Figure 1. The clock network (run 1).
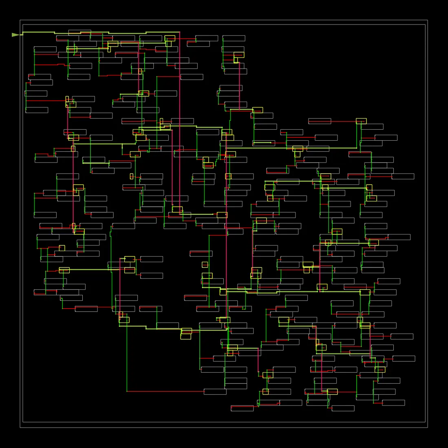
Figure 2. Ports around the boundary (run 1).
Scale: 1.5 px per um. Pins as bars across the die edge, other pins in grey.
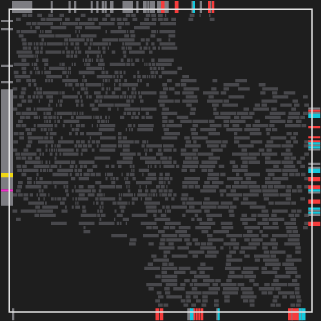
Figure 3. Cell classes on the final placement (run 1).
Scale: 2 px per um. Fill, decap, tap and diode cells in grey.
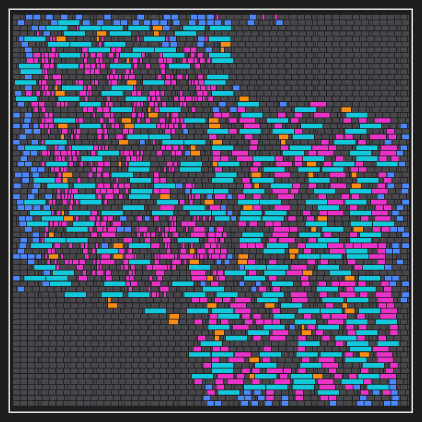
Figure 4. Clock distribution (run 1).
Scale: 3 px per um.
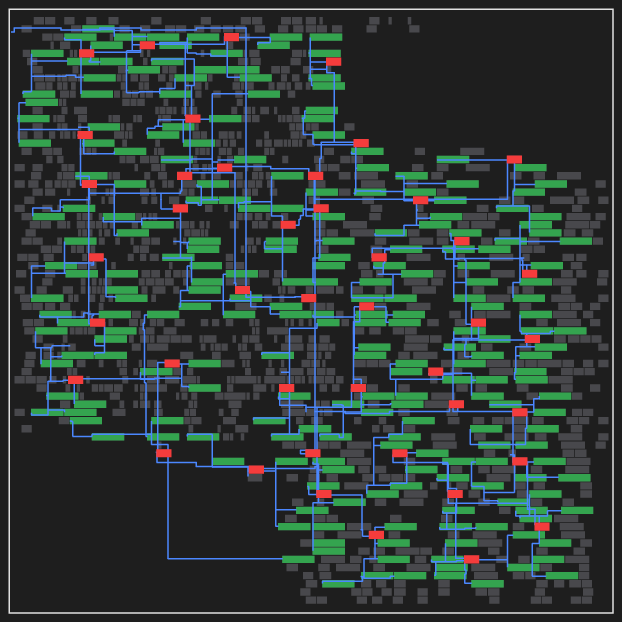
## config.mk

```make
export PLATFORM = sky130hd
export DESIGN_NAME = v810_ifetch_flat
export DESIGN_NICKNAME = d
export VERILOG_FILES = /design/src/rtl/v810_pkg.sv /design/src/rtl/v810_ifetch_if.sv /design/src/rtl/v810_ifqueue.sv /design/src/rtl/v810_ifetch.sv /design/src/flat_wrapper.sv
export SDC_FILE = /design/constraint.sdc
export NUM_CORES = 1
export LEC_CHECK = 0
export CAP_MARGIN = 20
export CORE_UTILIZATION = 35
export CTS_BUF_LIST = sky130_fd_sc_hd__clkbuf_4 sky130_fd_sc_hd__clkbuf_8
export CTS_CLUSTER_DIAMETER = 120
export DETAILED_ROUTE_END_ITERATION = 8
export PLACE_DENSITY = 0.57
export SLEW_MARGIN = 20
export SYNTH_ARGS = -nofsm -noshare
export SYNTH_HDL_FRONTEND = slang
export SYNTH_SLANG_ARGS = --single-unit
export TNS_END_PERCENT = 100
```

## constraint.sdc

```tcl
create_clock -name CLK -period 11 [get_ports CLK]
set_input_delay 2.2 -clock CLK [delete_from_list [all_inputs] [get_ports CLK]]
set_output_delay 2.2 -clock CLK [all_outputs]
set_load 0.01 [all_outputs]
```

## src/rtl/v810_pkg.sv

```systemverilog
// v810_pkg: shared types and constants for the V810 front end.
//   ifetch_cnt_t  - 2-bit halfword count (decoder count/take)
//   hword_t       - 16-bit instruction halfword
//   V810_RESET_PC - architectural reset vector
//   cnt_min       - smaller of two counts
package v810_pkg;

  localparam logic [31:0] V810_RESET_PC = 32'hFFFF_FFF0;

  typedef logic [1:0]  ifetch_cnt_t;
  typedef logic [15:0] hword_t;

  function automatic ifetch_cnt_t cnt_min(input ifetch_cnt_t a, input ifetch_cnt_t b);
    return (a < b) ? a : b;
  endfunction

endpackage

```

## src/rtl/v810_ifetch_if.sv

```systemverilog
// v810_ifetch_if: EU instruction bus between the prefetch unit and the
// instruction cache.
//   EUIA   - word-aligned fetch address   (prefetch -> cache)
//   EUIREQ - fetch request                (prefetch -> cache)
//   EUIACK - fetch acknowledge            (cache -> prefetch)
//   EUID   - fetch data, valid with EUIACK (cache -> prefetch)
interface v810_ifetch_if;
  logic [31:0] EUIA;
  logic        EUIREQ;
  logic        EUIACK;
  logic [31:0] EUID;

  modport master (output EUIA, EUIREQ, input EUIACK, EUID);
  modport slave  (input EUIA, EUIREQ, output EUIACK, EUID);
endinterface

```

## src/rtl/v810_ifqueue.sv

```systemverilog
// v810_ifqueue: halfword prefetch FIFO.
//   CLK, RESn, CE        - clock, synchronous active-low reset, clock enable
//   flush                - empty the queue (wins over push and pop)
//   push, push_drop_lo   - push a 32-bit word as two halfwords, low half first;
//                          with push_drop_lo only the high half is pushed
//   push_data            - word being pushed
//   pop_n                - halfwords removed this cycle (0..2, never > count)
//   count, count_nxt     - current occupancy and occupancy after this cycle
//   peek0, peek1         - oldest and second-oldest halfword
module v810_ifqueue
  import v810_pkg::*;
#(
  parameter  int QDEPTH = 8,
  localparam int PW     = $clog2(QDEPTH),
  localparam int CW     = $clog2(QDEPTH + 1)
) (
  input  logic          CLK,
  input  logic          RESn,
  input  logic          CE,
  input  logic          flush,
  input  logic          push,
  input  logic          push_drop_lo,
  input  logic [31:0]   push_data,
  input  ifetch_cnt_t   pop_n,
  output logic [CW-1:0] count,
  output logic [CW-1:0] count_nxt,
  output hword_t        peek0,
  output hword_t        peek1
);

  localparam logic [PW:0] DEPTH = (PW + 1)'(QDEPTH);

  hword_t        mem [QDEPTH];
  logic [PW-1:0] rd_q;
  logic [PW-1:0] wr_q;
  logic [CW-1:0] count_q;
  logic [1:0]    push_n;

  // Pointer advance modulo QDEPTH; QDEPTH need not be a power of two.
  function automatic logic [PW-1:0] adv(input logic [PW-1:0] p, input logic [1:0] k);
    logic [PW:0] s;
    s = {1'b0, p} + (PW + 1)'(k);
    if (s >= DEPTH) s = s - DEPTH;
    return s[PW-1:0];
  endfunction

  assign push_n    = push ? (push_drop_lo ? 2'd1 : 2'd2) : 2'd0;
  assign count_nxt = flush ? '0 : (count_q + CW'(push_n) - CW'(pop_n));

  always_ff @(posedge CLK) begin
    if (CE) begin
      if (!RESn || flush) begin
        rd_q    <= '0;
        wr_q    <= '0;
        count_q <= '0;
      end else begin
        rd_q    <= adv(rd_q, pop_n);
        wr_q    <= adv(wr_q, push_n);
        count_q <= count_nxt;
      end
    end
  end

  always_ff @(posedge CLK) begin
    if (CE && RESn && !flush && push) begin
      if (push_drop_lo) begin
        mem[wr_q] <= push_data[31:16];
      end else begin
        mem[wr_q]             <= push_data[15:0];
        mem[adv(wr_q, 2'd1)]  <= push_data[31:16];
      end
    end
  end

  assign count = count_q;
  assign peek0 = mem[rd_q];
  assign peek1 = mem[adv(rd_q, 2'd1)];

endmodule

```

## src/rtl/v810_ifetch.sv

```systemverilog
// v810_ifetch: V810 instruction prefetch unit.
//   CLK, RESn, CE      - clock, synchronous active-low reset, global clock enable
//   ICMAINT            - cache maintenance; blocks new requests only
//   REDIR, REDIR_PC    - redirect strobe and target (bit0 ignored)
//   eu                 - EU instruction bus to the cache (master side)
//   DEC_PC             - PC of the head halfword
//   DEC_HW0, DEC_HW1   - two oldest queued halfwords
//   DEC_CNT            - valid halfwords presented (0..2)
//   DEC_TAKE           - halfwords consumed by the decoder this cycle
//
// Request state:
//   state | meaning
//   IDLE  | no request on the bus
//   FETCH | request on the bus, returned word goes into the queue
//   DROP  | request on the bus from before a redirect, returned word is dropped
module v810_ifetch
  import v810_pkg::*;
#(
  parameter int          QDEPTH   = 8,
  parameter logic [31:0] RESET_PC = V810_RESET_PC
) (
  input  logic         CLK,
  input  logic         RESn,
  input  logic         CE,
  input  logic         ICMAINT,
  input  logic         REDIR,
  input  logic [31:0]  REDIR_PC,
  v810_ifetch_if.master eu,
  output logic [31:0]  DEC_PC,
  output hword_t       DEC_HW0,
  output hword_t       DEC_HW1,
  output ifetch_cnt_t  DEC_CNT,
  input  ifetch_cnt_t  DEC_TAKE
);

  localparam int            CW      = $clog2(QDEPTH + 1);
  localparam logic [CW-1:0] DEPTH_C = CW'(QDEPTH);

  localparam logic [1:0] ST_IDLE  = 2'd0;
  localparam logic [1:0] ST_FETCH = 2'd1;
  localparam logic [1:0] ST_DROP  = 2'd2;

  logic [1:0]    st_q, st_d;
  logic [29:0]   fa_q, fa_d;
  logic [31:0]   ia_q, ia_d;
  logic [31:0]   pc_q, pc_d;
  logic          skip_q, skip_d;

  logic [CW-1:0] q_count;
  logic [CW-1:0] q_count_nxt;
  logic [CW-1:0] free_nxt;
  ifetch_cnt_t   cnt_vis;
  ifetch_cnt_t   take_eff;
  ifetch_cnt_t   pop_n;
  logic          accept;
  logic          hold;
  logic          push;
  logic          req_ok;

  assign cnt_vis  = (q_count >= CW'(2)) ? 2'd2 : q_count[1:0];
  assign take_eff = cnt_min(DEC_TAKE, cnt_vis);
  assign accept   = (st_q != ST_IDLE) && eu.EUIACK;
  assign hold     = (st_q != ST_IDLE) && !eu.EUIACK;
  assign push     = accept && (st_q == ST_FETCH) && !REDIR;
  assign pop_n    = REDIR ? 2'd0 : take_eff;

  // The request decision looks at the occupancy after this cycle's push and
  // pop, so a drain or an ack can be followed by a request the next cycle.
  assign free_nxt = DEPTH_C - q_count_nxt;
  assign req_ok   = !REDIR && !ICMAINT && (free_nxt >= CW'(2));

  v810_ifqueue #(
    .QDEPTH (QDEPTH)
  ) u_queue (
    .CLK          (CLK),
    .RESn         (RESn),
    .CE           (CE),
    .flush        (REDIR),
    .push         (push),
    .push_drop_lo (skip_q),
    .push_data    (eu.EUID),
    .pop_n        (pop_n),
    .count        (q_count),
    .count_nxt    (q_count_nxt),
    .peek0        (DEC_HW0),
    .peek1        (DEC_HW1)
  );

  always_comb begin
    st_d   = st_q;
    fa_d   = fa_q;
    skip_d = skip_q;
    pc_d   = pc_q;

    if (REDIR) begin
      fa_d   = REDIR_PC[31:2];
      skip_d = REDIR_PC[1];
      pc_d   = REDIR_PC & 32'hFFFF_FFFE;
    end else begin
      pc_d = pc_q + {29'd0, take_eff, 1'b0};
      if (push) begin
        fa_d   = fa_q + 30'd1;
        skip_d = 1'b0;
      end
    end

    // An unacked request keeps EUIREQ/EUIA frozen; a redirect only marks it
    // for dropping because the cache may already be filling that line.
    if (hold) begin
      st_d = REDIR ? ST_DROP : st_q;
    end else begin
      st_d = req_ok ? ST_FETCH : ST_IDLE;
    end

    ia_d = hold ? ia_q : {fa_d, 2'b00};
  end

  always_ff @(posedge CLK) begin
    if (CE) begin
      if (!RESn) begin
        st_q   <= ST_IDLE;
        fa_q   <= RESET_PC[31:2];
        ia_q   <= {RESET_PC[31:2], 2'b00};
        skip_q <= RESET_PC[1];
        pc_q   <= RESET_PC;
      end else begin
        st_q   <= st_d;
        fa_q   <= fa_d;
        ia_q   <= ia_d;
        skip_q <= skip_d;
        pc_q   <= pc_d;
      end
    end
  end

  assign eu.EUIREQ = (st_q != ST_IDLE);
  assign eu.EUIA   = ia_q;
  assign DEC_PC    = pc_q;
  assign DEC_CNT   = cnt_vis;

endmodule

```

## src/flat_wrapper.sv

```systemverilog
// flat-port wrapper written by rule: the top's interface ports become plain ports
module v810_ifetch_flat import v810_pkg::*;
#(
  parameter int          QDEPTH   = 8,
  parameter logic [31:0] RESET_PC = V810_RESET_PC
)
  (CLK, RESn, CE, ICMAINT, REDIR, REDIR_PC, DEC_PC, DEC_HW0, DEC_HW1, DEC_CNT, DEC_TAKE, eu_EUIA, eu_EUIREQ, eu_EUIACK, eu_EUID);
  v810_ifetch_if eu_i ();
  input  logic CLK;
  input  logic RESn;
  input  logic CE;
  input  logic ICMAINT;
  input  logic REDIR;
  input  logic [31:0] REDIR_PC;
  output logic [31:0] DEC_PC;
  output hword_t DEC_HW0;
  output hword_t DEC_HW1;
  output ifetch_cnt_t DEC_CNT;
  input  ifetch_cnt_t DEC_TAKE;
  output wire logic [$bits(eu_i.EUIA)-1:0] eu_EUIA;
  output wire logic [$bits(eu_i.EUIREQ)-1:0] eu_EUIREQ;
  input wire logic [$bits(eu_i.EUIACK)-1:0] eu_EUIACK;
  input wire logic [$bits(eu_i.EUID)-1:0] eu_EUID;
  assign eu_EUIA = eu_i.EUIA;
  assign eu_EUIREQ = eu_i.EUIREQ;
  assign eu_i.EUIACK = eu_EUIACK;
  assign eu_i.EUID = eu_EUID;
  v810_ifetch #(.QDEPTH(QDEPTH), .RESET_PC(RESET_PC)) u_core (.CLK(CLK), .RESn(RESn), .CE(CE), .ICMAINT(ICMAINT), .REDIR(REDIR), .REDIR_PC(REDIR_PC), .eu(eu_i), .DEC_PC(DEC_PC), .DEC_HW0(DEC_HW0), .DEC_HW1(DEC_HW1), .DEC_CNT(DEC_CNT), .DEC_TAKE(DEC_TAKE));
endmodule
```

==> flow_summary.html, run 1 <==
<h3>Run summary</h3>
<table>
<tr><th>Metric</th><th>Value</th></tr>
<tr><th colspan="2">Power and ir drop</th></tr>
<tr><td>Worst voltage drop across the vdd grid</td><td>roughly 0.000070 V</td></tr>
<tr><td>Share of total power consumed by net switching</td><td>0.263</td></tr>
<tr><td>Power Total</td><td>2.23 mW</td></tr>
<tr><td>Sequential fraction of design power</td><td>0.467</td></tr>
<tr><th colspan="2">Synthesis</th></tr>
<tr><td>Number of flops mapped to enable cells by yosys</td><td>232</td></tr>
<tr><td>Main combinational cell family by area after synthesis</td><td>multiplexers</td></tr>
<tr><td>Number of distinct standard cells referenced by the synthesized netlist</td><td>~65</td></tr>
<tr><td>Post-synthesis cell count from yosys</td><td>a little over 1,000</td></tr>
<tr><td>Most numerous cell in the Yosys netlist</td><td>sky130_fd_sc_hd__edfxtp_1</td></tr>
<tr><th colspan="2">Route</th></tr>
<tr><td>Drt total wl</td><td>40,100 um</td></tr>
<tr><td>DRC marker count from the first detailed-route iteration</td><td>831</td></tr>
<tr><td>Drt pass-1 iters</td><td>7</td></tr>
<tr><th colspan="2">Timing</th></tr>
<tr><td>Pins Over Slew Limit</td><td>0</td></tr>
<tr><td>Setup-failing EPs final</td><td>0</td></tr>
<tr><td>Fraction of the cycle the final worst path needs</td><td>0.530</td></tr>
<tr><th colspan="2">Layout</th></tr>
<tr><td>Signed area change from the synthesized netlist to the final layout</td><td>22.1%</td></tr>
<tr><td>Nets</td><td>1,272</td></tr>
<tr><td>Signal buffers share of area</td><td>0.108</td></tr>
<tr><th colspan="2">Status</th></tr>
<tr><td>Run status</td><td>finished, final reports clean</td></tr>
<tr><th colspan="2">Worst setup path</th></tr>
<tr><td>R2R depth</td><td>15</td></tr>
<tr><td>Worst stage delay on the critical path</td><td>around 0.55 ns</td></tr>
<tr><th colspan="2">Run</th></tr>
<tr><td>Max-cap viol count</td><td>0</td></tr>
</table>
About Figure 1:
clock network power consumption: 0.829 mW
CTS sink cnt: 235
insertion delay to the later sink of the worst-skew pair: 0.59 ns
sequential cells: 235
Worst Clk Skew: 0.0540 ns

About Figure 2:
magenta -> `REDIR`  # pins 1, direction input, edge west
yellow -> `DEC_TAKE`  # pins 2, direction input, edge west
red -> `eu_EUID`  # pins 32, direction input, edge 14 south, 12 east, 6 north
cyan -> `DEC_HW0`  # pins 16, direction output, edge 9 east, 6 south, 1 north
all pins by edge = 61 west, 53 north, 30 east, 27 south
die y size: 201 um
die boundary width: 201 um
Port Buffer Count: 166

About Figure 3:
magenta -> combinational and other logic  # cells 714, share of their area 40%
orange -> clock drivers and dummy loads  # cells 74, share of their area 5.1%
cyan -> flops  # cells 235, share of their area 43%
blue -> other buffers and delay cells  # cells 188, share of their area 11%
number of cell rows: 72
sequential cell area share: 0.416
post-layout util: 0.435
area of the core: 38,800 sq um
post-route cell area: 16,900 sq um

About Figure 4:
green -> flip-flops  # count 235
red -> clock drivers  # count 43
blue -> clock wires  # length 3,840 um
flops lie = all over the die
routed clock nets = 44

-- run 1: kinds of logic after synthesis --
logic type,Yosys count
simple gates,293
mux,243
flops,235
compound gates,118
buf+inv,91
xor+xnor,19
fa+ha+maj,18
other cells,1
-- run 1: sequential cells by signal, summed over array words and instances, names as in the netlist, named ones only --
signal                cells
u_core.u_queue.count      4
u_core.u_queue.wr_q       3
u_core.eu.EUIA           30
u_core.u_queue.mem      128
u_core.st_q               2
u_core.fa_q              30
u_core.u_queue.rd_q       3
u_core.DEC_PC            31
u_core.skip_q             1
-- run 1: per-layer routing --
metal,routed length (um),part of all wire,global-route usage,vias up
li1,-,-,-,4427
met3,2480,0.062,0.0370,65
met5,24,0.00060,0,-
met2,19300,0.48,0.325,344
met1,17500,0.44,0.267,5025
met4,843,0.021,0.0641,4
Figure 5. Signal wires on met2 (run 1).
Scale: 2 px per um.
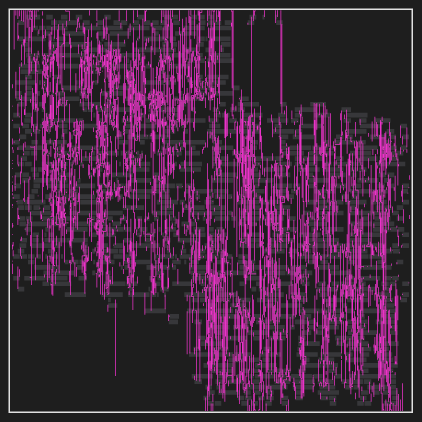

==> inputs of run 2 (changes only) <==
- PLACE_DENSITY: 0.57 -> 0.59
- clock period: 11 -> 5.2 ns (I/O delays scaled with it)
Figure 6. Signal wires on met2 (run 2).
Scale: 2 px per um.
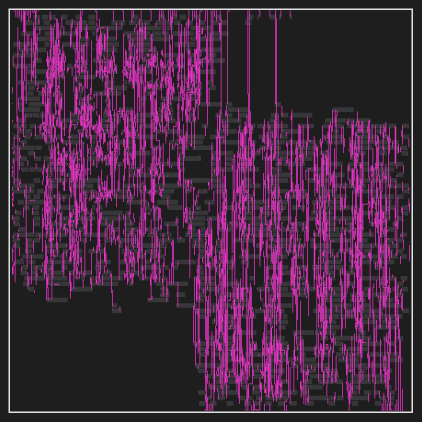
longest straight run = 84.3 um
wire length on this layer = 19,200 um
global routing usage on met2: 0.323
total via count in the routed design: 9,923
drt total wl: 40,600 um

Figure 7. Clock distribution (run 2).
Scale: 3 px per um.
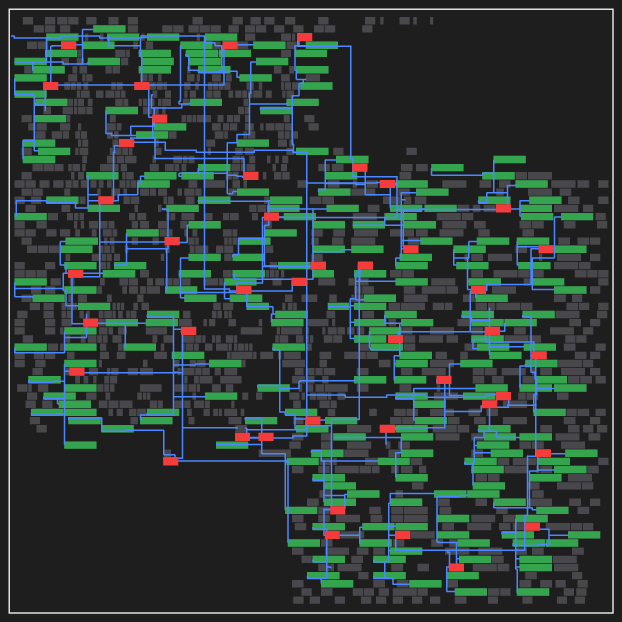
red -> clock drivers  # count 42
blue -> clock wires  # length 3,950 um
green -> flip-flops  # count 235
flops lie = all over the die

==> run 2 against run 1 <==
  * Sequential share of layout area fell by 0.27 points
  * Sequential power rose by 110%
  * Non-clock buffer count rose by 12
  * Power rose by 110%
  * Routed wire length rose by 1.2%
  * Clock-buffer cell count fell by 7
  * Die area did not move
  * Critical path depth fell by 9
  * Worst setup slack got worse by 4.4 ns
  * First-iteration DRC count fell by 21%
  * Final cell count rose by 0.87%
  * Critical path type is now reg -> out
  * Largest power group unchanged
==> flow_summary.html, run 2 <==
<h3>Run summary</h3>
<table>
<tr><th>Metric</th><th>Value</th></tr>
<tr><th colspan="2">Synthesis</th></tr>
<tr><td>Main combinational cell family by area after synthesis</td><td>multiplexers</td></tr>
<tr><td>Post-synthesis cell count from yosys</td><td>1,018 (unchanged)</td></tr>
<tr><td>Syn. warnings</td><td>0</td></tr>
<tr><td>Number of flops mapped to enable cells by yosys</td><td>232 (unchanged)</td></tr>
<tr><td>Number of distinct standard cells referenced by the synthesized netlist</td><td>65 (unchanged)</td></tr>
<tr><td>Register bit count reported by yosys</td><td>235</td></tr>
<tr><td>Most numerous cell in the Yosys netlist</td><td>sky130_fd_sc_hd__edfxtp_1</td></tr>
<tr><th colspan="2">Route</th></tr>
<tr><td>Detail Route met2 WL</td><td>19,200 um (-0.28%)</td></tr>
<tr><td>Met3 wirelength from detailed routing</td><td>2880 um (+16%)</td></tr>
<tr><td>Max Used Layer</td><td>met5</td></tr>
<tr><td>Post-route met1 wirelength</td><td>17,600 um (+0.41%)</td></tr>
<tr><td>DRC marker count from the first detailed-route iteration</td><td>655 (-21%)</td></tr>
<tr><td>DRC violations left</td><td>0</td></tr>
<tr><td>Drt pass-1 iters</td><td>5 (-2)</td></tr>
<tr><th colspan="2">Timing</th></tr>
<tr><td>Worst Clk Skew</td><td>0.0307 ns (-0.0233 ns)</td></tr>
<tr><td>Pins Over Slew Limit</td><td>0 (unchanged)</td></tr>
<tr><td>Setup-failing EPs final</td><td>0 (unchanged)</td></tr>
<tr><td>Fraction of the cycle the final worst path needs</td><td>0.845</td></tr>
<tr><th colspan="2">Worst setup path</th></tr>
<tr><td>R2R depth</td><td>14 (-1)</td></tr>
<tr><td>Worst stage delay on the critical path</td><td>0.77 ns (+0.22 ns)</td></tr>
<tr><th colspan="2">GRT</th></tr>
<tr><td>Overall routing resource usage</td><td>0.201</td></tr>
<tr><td>Busiest layer in global routing</td><td>met2</td></tr>
<tr><td>Global Route met3 Usage</td><td>0.0412 (+0.00422)</td></tr>
<tr><td>Met1 usage</td><td>0.275 (+0.00800)</td></tr>
<tr><th colspan="2">Floorplanning</th></tr>
<tr><td>Area of the core</td><td>38,800 sq um (unchanged)</td></tr>
<tr><td>Die boundary width</td><td>201 um (unchanged)</td></tr>
<tr><td>Number of cell rows</td><td>72 (unchanged)</td></tr>
<tr><td>Die y size</td><td>201 um (unchanged)</td></tr>
<tr><th colspan="2">Layout</th></tr>
<tr><td>Nets</td><td>1,283 (+0.86%)</td></tr>
<tr><td>Register name with the most flops</td><td>u_core.u_queue.mem</td></tr>
<tr><td>Signal buffers share of area</td><td>0.113 (+0.00535)</td></tr>
<tr><td>Post-layout util</td><td>0.438 (+0.00277)</td></tr>
<tr><td>Number of flip-flops under the largest register name</td><td>128 (unchanged)</td></tr>
<tr><td>Layout filler cell count</td><td>3,548</td></tr>
<tr><td>Sequential cells</td><td>235 (unchanged)</td></tr>
<tr><th colspan="2">Power and ir drop</th></tr>
<tr><td>Power Total</td><td>4.75 mW (+110%)</td></tr>
<tr><th colspan="2">Run</th></tr>
<tr><td>Max-cap viol count</td><td>0 (unchanged)</td></tr>
<tr><th colspan="2">Min path</th></tr>
<tr><td>Worst hold-check path type</td><td>reg -&gt; reg</td></tr>
<tr><th colspan="2">Clocking</th></tr>
<tr><td>Insertion delay to the later sink of the worst-skew pair</td><td>0.62 ns (+0.03 ns)</td></tr>
<tr><td>CTS sink cnt</td><td>235 (unchanged)</td></tr>
<tr><th colspan="2">Placement</th></tr>
<tr><td>Area after DPL</td><td>between 15,000 and 20,000 sq um</td></tr>
<tr><td>Port Buffer Count</td><td>166 (unchanged)</td></tr>
<tr><th colspan="2">Status</th></tr>
<tr><td>Run status</td><td>finished, final reports clean</td></tr>
</table>
Figure 8. Ports around the boundary (run 2).
Scale: 1.5 px per um. Pins as bars across the die edge, other pins in grey.
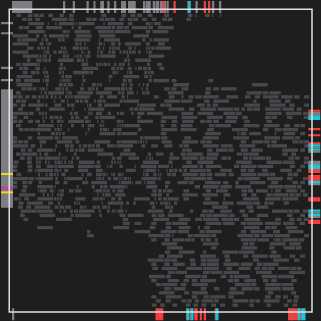
yellow -> `DEC_TAKE`  # pins 2, direction input, edge west
cyan -> `DEC_HW0`  # pins 16, direction output, edge 9 east, 6 south, 1 north
magenta -> `REDIR`  # pins 1, direction input, edge west
red -> `eu_EUID`  # pins 32, direction input, edge 15 south, 13 east, 4 north
all pins by edge = 62 west, 50 north, 31 east, 28 south

run 2: cell counts after synthesis:
No cell type changed its count.
run 2: worst min path at each step:
stage / cells past startpoint / startpoint / slack (ns) / to
final: 2 / u_core.u_queue.rd_q[1] / 0.64 / flop
after global routing: 2 / u_core.u_queue.rd_q[1] / 0.69 / flop
after CTS: 2 / u_core.u_queue.rd_q[1] / 0.64 / flop
after detailed placement: 2 / u_core.u_queue.rd_q[1] / 0.63 / flop
after global placement: 2 / u_core.u_queue.rd_q[1] / 0.61 / flop
after floorplan: 1 / u_core.u_queue.rd_q[2] / 0.53 / flop
run 2: power breakdown:
part | switching (mW) | leakage [nW] | internal [mW] | total [mW]
clock network | 0.851 | 0.432 | 0.915 | 1.77
registers | 0.0722 | 2.11 | 2.15 | 2.22
logic | 0.359 | 3.02 | 0.398 | 0.757
Power figures rest on the tool's default switching activity, not on a simulated workload.
